`config.mk`:
```
export PLATFORM = sky130hd
export DESIGN_NAME = fifo_rd_stream
export DESIGN_NICKNAME = d
export VERILOG_FILES = /design/src/rtl/fifo_rd_stream.sv
export SDC_FILE = /design/constraint.sdc
export NUM_CORES = 1
export LEC_CHECK = 0
export CAP_MARGIN = 40
export CORE_MARGIN = 2
export CORE_UTILIZATION = 48
export DETAILED_ROUTE_END_ITERATION = 10
export PLACE_DENSITY = 0.88
export SLEW_MARGIN = 40
export SYNTH_ARGS = -nofsm -noshare
export SYNTH_HDL_FRONTEND = slang
export SYNTH_SLANG_ARGS = --single-unit
```
`constraint.sdc`:
```
create_clock -name CLK -period 3.93 [get_ports CLK]
set_input_delay 0.5895 -clock CLK [delete_from_list [all_inputs] [get_ports CLK]]
set_output_delay 0.5895 -clock CLK [all_outputs]
set_load 0.01 [all_outputs]
```
`src/rtl/fifo_rd_stream.sv`:
```
// fifo_rd_stream
// Turns a standard (one-cycle read latency) FIFO read port into a valid/ready
// stream with packet framing. A two-entry skid buffer absorbs the word that is
// already in flight when the consumer stalls. Because of this buffer the
// consumer sees registered outputs and the block still moves one word per cycle.
module fifo_rd_stream #(
  parameter int DWIDTH  = 32,
  parameter int PKT_LEN = 4
) (
  input  logic              CLK,
  input  logic              RST,
  output logic              RD_EN,
  input  logic [DWIDTH-1:0] DOUT,
  input  logic              EMPTY,
  output logic              M_VALID,
  input  logic              M_READY,
  output logic [DWIDTH-1:0] M_DATA,
  output logic              M_LAST
);

  // Beat counter width; a 1-word packet still gets a 1-bit counter pinned at 0.
  localparam int            BW        = (PKT_LEN > 1) ? $clog2(PKT_LEN) : 1;
  localparam logic [BW-1:0] LAST_BEAT = BW'(PKT_LEN - 1);
  localparam logic [BW-1:0] BEAT_ONE  = BW'(1);

  // Control state (reset) and buffer data (no reset: contents are qualified by cnt_q).
  logic [1:0]        cnt_q,   cnt_d;
  logic              infl_q,  infl_d;
  logic [BW-1:0]     beat_q,  beat_d;
  logic              valid_q, valid_d;
  logic              last_q,  last_d;
  logic [DWIDTH-1:0] head_q,  head_d;
  logic [DWIDTH-1:0] tail_q,  tail_d;

  logic              pop_s;
  logic [2:0]        occ_s;
  logic              rd_en_s;

  // Read request: issue only if the buffer has room for the word once the
  // pending capture and this cycle's transfer are accounted for.
  always_comb begin
    pop_s   = valid_q & M_READY;
    occ_s   = {1'b0, cnt_q} + {2'b00, infl_q} - {2'b00, pop_s};
    rd_en_s = RST & ~EMPTY & (occ_s < 3'd2);
  end

  // Buffer next state: capture the in-flight word at the tail and shift on transfer.
  always_comb begin
    cnt_d  = cnt_q;
    head_d = head_q;
    tail_d = tail_q;
    case ({infl_q, pop_s})
      2'b01: begin
        head_d = tail_q;
        cnt_d  = cnt_q - 2'd1;
      end
      2'b10: begin
        if (cnt_q == 2'd0) begin
          head_d = DOUT;
        end else begin
          tail_d = DOUT;
        end
        cnt_d = cnt_q + 2'd1;
      end
      2'b11: begin
        if (cnt_q == 2'd1) begin
          head_d = DOUT;
        end else begin
          head_d = tail_q;
          tail_d = DOUT;
        end
      end
      default: begin
        cnt_d = cnt_q;
      end
    endcase
  end

  // Framing and flag next state: beat advances on every transfer and wraps at packet end.
  always_comb begin
    infl_d = rd_en_s;
    if (pop_s) begin
      if (beat_q == LAST_BEAT) begin
        beat_d = '0;
      end else begin
        beat_d = beat_q + BEAT_ONE;
      end
    end else begin
      beat_d = beat_q;
    end
    valid_d = (cnt_d != 2'd0);
    last_d  = valid_d & (beat_d == LAST_BEAT);
  end

  // Control registers; cleared immediately whenever reset is held low.
  always_ff @(posedge CLK or negedge RST) begin
    if (!RST) begin
      cnt_q   <= 2'd0;
      infl_q  <= 1'b0;
      beat_q  <= '0;
      valid_q <= 1'b0;
      last_q  <= 1'b0;
    end else begin
      cnt_q   <= cnt_d;
      infl_q  <= infl_d;
      beat_q  <= beat_d;
      valid_q <= valid_d;
      last_q  <= last_d;
    end
  end

  // Buffer data registers; no reset because valid_q qualifies their contents.
  always_ff @(posedge CLK) begin
    head_q <= head_d;
    tail_q <= tail_d;
  end

  assign RD_EN   = rd_en_s;
  assign M_VALID = valid_q;
  assign M_DATA  = head_q;
  assign M_LAST  = last_q;

endmodule

```
Cell sizes after repair:
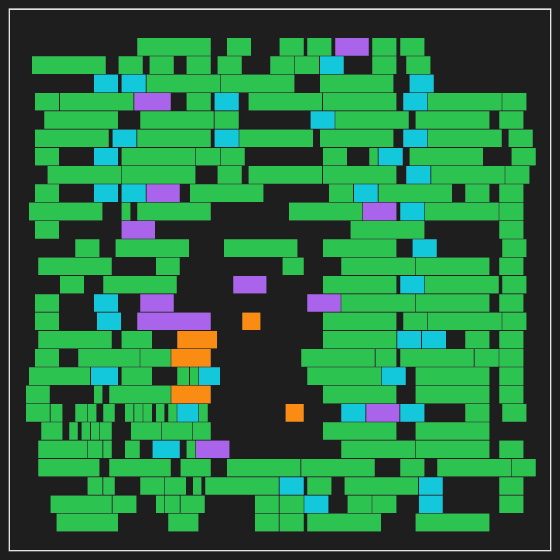
legend:
  green:
    size: _0 and _1 cells
    cells: 182
    share: 78%
  orange:
    size: _3 and _4 cells
    cells: 5
    share: 2.2%
  purple:
    size: _6 and larger
    cells: 11
    share: 4.7%
  cyan:
    size: _2 cells
    cells: 34
    share: 15%

Routing congestion:
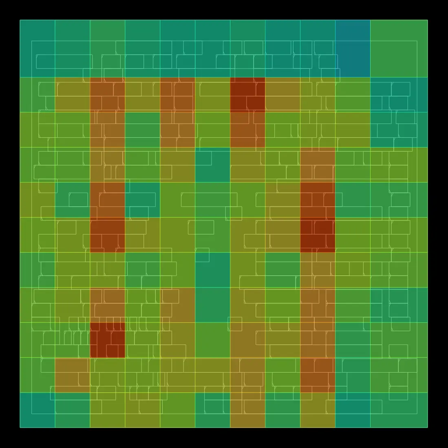
routing usage on met1: 21.2%
utilization after layout: 67.0%
aggregate global-route resource usage: 16.7%
WL/cell: 16.1 µm

Cell area per tile:
Scale bar: 20 µm. 8 x 8 tiles, from dark blue (low) to red (high), 0 to 100% covered.
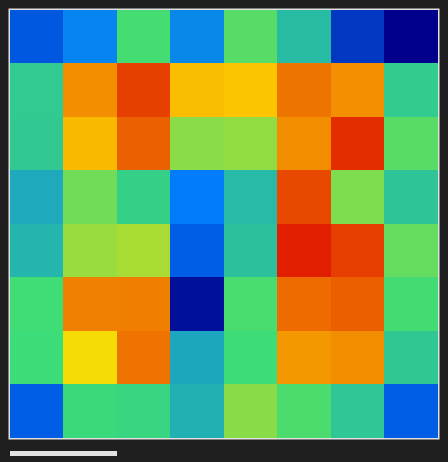
fullest tile: 97%
densest ninth of the die: right middle
nearly empty tiles: 1.6%
tiles over 75% full: 31%
mean over tiles: 56%

==> flip-flops by register name, indices dropped and copies added, names as in the netlist <==
name / count
beat_q: 2
M_VALID: 1
M_DATA: 32
tail_q: 32
M_LAST: 1
infl_q: 1
cnt_q: 2
==> metal layers <==
layer	vias up	wire length (µm)	GRT usage [%]
met5	-	0	0
met4	0	78	7.12
met3	7	262	4.61
met2	54	2450	27.0
met1	808	2100	21.2
li1	760	-	-
==> worst reg2reg max path: cells and delay by family (launching register included) <==
kind	cells	cell delay [ns]
adder cells (fa/ha/maj)	1	0.27
buffers and inverters	2	0.45
flip-flops	1	0.39
AND/OR/NAND/NOR	2	0.39
AND-OR/OR-AND	2	0.49
==> area by class of cell <==
type | instances | share of cell area (%)
clock buffers | 10 | 3.42
clock inverters | 3 | 1.01
inverters | 5 | 0.503
multi-input cells | 70 | 16.9
flip-flops and latches | 71 | 56.2
well taps | 72 | 2.41
repair buffers | 73 | 19.6
==> per-stage QoR <==
| step | util [%] | total power, mW | instances |
|---|---|---|---|
| floorplan | - | 1.71 | 152 |
| global placement | 63.7 | 2.06 | 290 |
| detailed placement | 63.7 | 2.10 | 290 |
| CTS | 66.7 | 2.61 | 303 |
| global route | 67.0 | 2.75 | 304 |
| finish | 67.0 | 2.59 | 304 |
==> final timing paths <==
| check | from | endpoint | slack (ns) | depth (start not counted) |
|---|---|---|---|---|
| setup / recovery | M_READY | RD_EN | 0.19 | 9 |
| min in group CLK | tail_q[7]$_DFFE_PP_ | M_DATA[7]$_DFFE_PP_ | 0.54 | 1 |
| setup reg to reg | M_VALID$_DFF_PN0_ | tail_q[28]$_DFFE_PP_ | 1.62 | 7 |
| hold / removal | RST | M_LAST$_DFF_PN0_ | 0.53 | 1 |
| hold reg to reg | tail_q[7]$_DFFE_PP_ | M_DATA[7]$_DFFE_PP_ | 0.54 | 1 |
| max in group asynchronous | RST | beat_q[1]$_DFF_PN0_ | 3.15 | 1 |
==> layout by cell type, fill, tap and decap left out, types with 2 or more instances in the layout <==
| cell | instances |
|---|---|
| sky130_fd_sc_hd__clkinv_1 | 2 |
| sky130_fd_sc_hd__a22o_2 | 30 |
| sky130_fd_sc_hd__clkdlybuf4s50_1 | 70 |
| sky130_fd_sc_hd__a22o_1 | 2 |
| sky130_fd_sc_hd__mux2_2 | 2 |
| sky130_fd_sc_hd__and3_1 | 2 |
| sky130_fd_sc_hd__nor2_1 | 5 |
| sky130_fd_sc_hd__nor3_1 | 3 |
| sky130_fd_sc_hd__edfxtp_1 | 64 |
| sky130_fd_sc_hd__nand2_1 | 5 |
| sky130_fd_sc_hd__clkbuf_8 | 9 |
| sky130_fd_sc_hd__inv_1 | 5 |
| sky130_fd_sc_hd__dfrtp_1 | 7 |
| sky130_fd_sc_hd__ha_1 | 7 |
| sky130_fd_sc_hd__buf_4 | 2 |
| sky130_fd_sc_hd__a21oi_1 | 2 |
| sky130_fd_sc_hd__a21oi_4 | 2 |
==> cells by family after synthesis <==
family	synth area share, %
XOR/XNOR	0.314
flip-flops	75.1
multiplexers	0.806
adder cells (fa/ha/maj)	3.85
buffers and inverters	3.09
AND/OR/NAND/NOR	3.09
AND-OR/OR-AND	13.8
==> changes_impl.md <==
## Implementation

- Via count of the first global-routing pass: 1630
- Layout filler cell count: 383
- Detailed placement HPWL: 3.37 mm
- Number of placed I/O pins: 71
- Setup total negative slack: 0 ns
- Most frequent cells after synthesis: sky130_fd_sc_hd__edfxtp_1, sky130_fd_sc_hd__a22o_2, sky130_fd_sc_hd__dfrtp_1, sky130_fd_sc_hd__ha_1, sky130_fd_sc_hd__buf_6
- Worst relative slew slack: 60.6%
- Power drawn by the sequential cells: 1.21 mW
- Tally of nets with antenna violations remaining after routing: 0
- Dominant register cell in the synthesized netlist: sky130_fd_sc_hd__edfxtp_1
- DRC marker count from the first detailed-route iteration: 106
- Global-route wire length before repair: 7.91 mm
- Flip-flop and latch area: 2100 µm²
- Post-detailed-route DRC marker count: 0
- Comb pwr share: 33.6%
- Setup CP Type: input pin to output pin
- Insertion delay of the later-clocked pin in the worst-skew pair: 0.33 ns
- Number of antenna violations at the first check in global routing: 0
- Synthesis area per yosys: 2790 µm²
- Highest fanout seen on the critical path: 7
- Library cell contributing the largest single delay on the critical path: sky130_fd_sc_hd__clkdlybuf4s50_1
- Top area cell types: sky130_fd_sc_hd__edfxtp_1, sky130_fd_sc_hd__a22o_2, sky130_fd_sc_hd__dfrtp_1
- Top power group: sequential cells
- Leakage component of the power: 1.42 nW
- Largest net degree at the start of global routing: 33
- Ant diodes: 0
- Final critical-path share of the clock period: 95.1%
- Sw power: 0.728 mW
- Switching share of power: 28.1%
- Comb power: 0.870 mW
- Sort of element at the end of the critical path: output pin
- Power in the clock group: 0.512 mW
- Area occupied by multi-input gates: 632 µm²
- Hold Path Class: input pin to asynchronous set/reset pin
- Top delay family on crit path: buffers and inverters
- Arrival time of the worst setup path: 3.15 ns
- Full die area: 6440 µm²
- CTS tree: built
- Max IR drop VDD: 0.354 mV
- Post-synthesis sequential area ratio: 75.1%
- Top cell type by total area after synthesis: sky130_fd_sc_hd__edfxtp_1
- Layout cells sized above 1: 21.6%
- Measured slew at the worst slew-check pin: 0.591 ns
- Buffer cell driving the clock tree root: sky130_fd_sc_hd__clkbuf_8
- Setup clock skew after layout: 0.00706 ns
- Gate Count Post-Synth: 152
- Worst setup slack after layout: 0.192 ns
- Register clock-pin slew on the reported worst setup and hold paths: 0.07 ns
- Run status: complete, no violations
- Sinks on Clock Net: 71
- Post-Place Cell Area: 3550 µm²
- Most prevalent standard cell on the critical path: sky130_fd_sc_hd__clkdlybuf4s50_1
- Tool Warnings: 30
- Core utilization before placement: 50.1%
- Last weighted congestion value of the routability-driven placer: 0.749
- Cell area after technology mapping: 2790 µm²
- Post-cts sizing count: 0
- Post-synth EDFFs: 64
- Number of H-tree levels: 3
- Final Critical Period: 3.74 ns
- Pwr Density: 694 nW/µm²
- Ordered cell list for the critical path: clkdlybuf4s50_1, nand2_1, inv_1, ha_1, nand2b_1, fa_1, xor2_1, nor3_1, clkdlybuf4s50_1
- Yosys synthesis warning count: 0
Power is estimated from default activity; no workload was simulated.
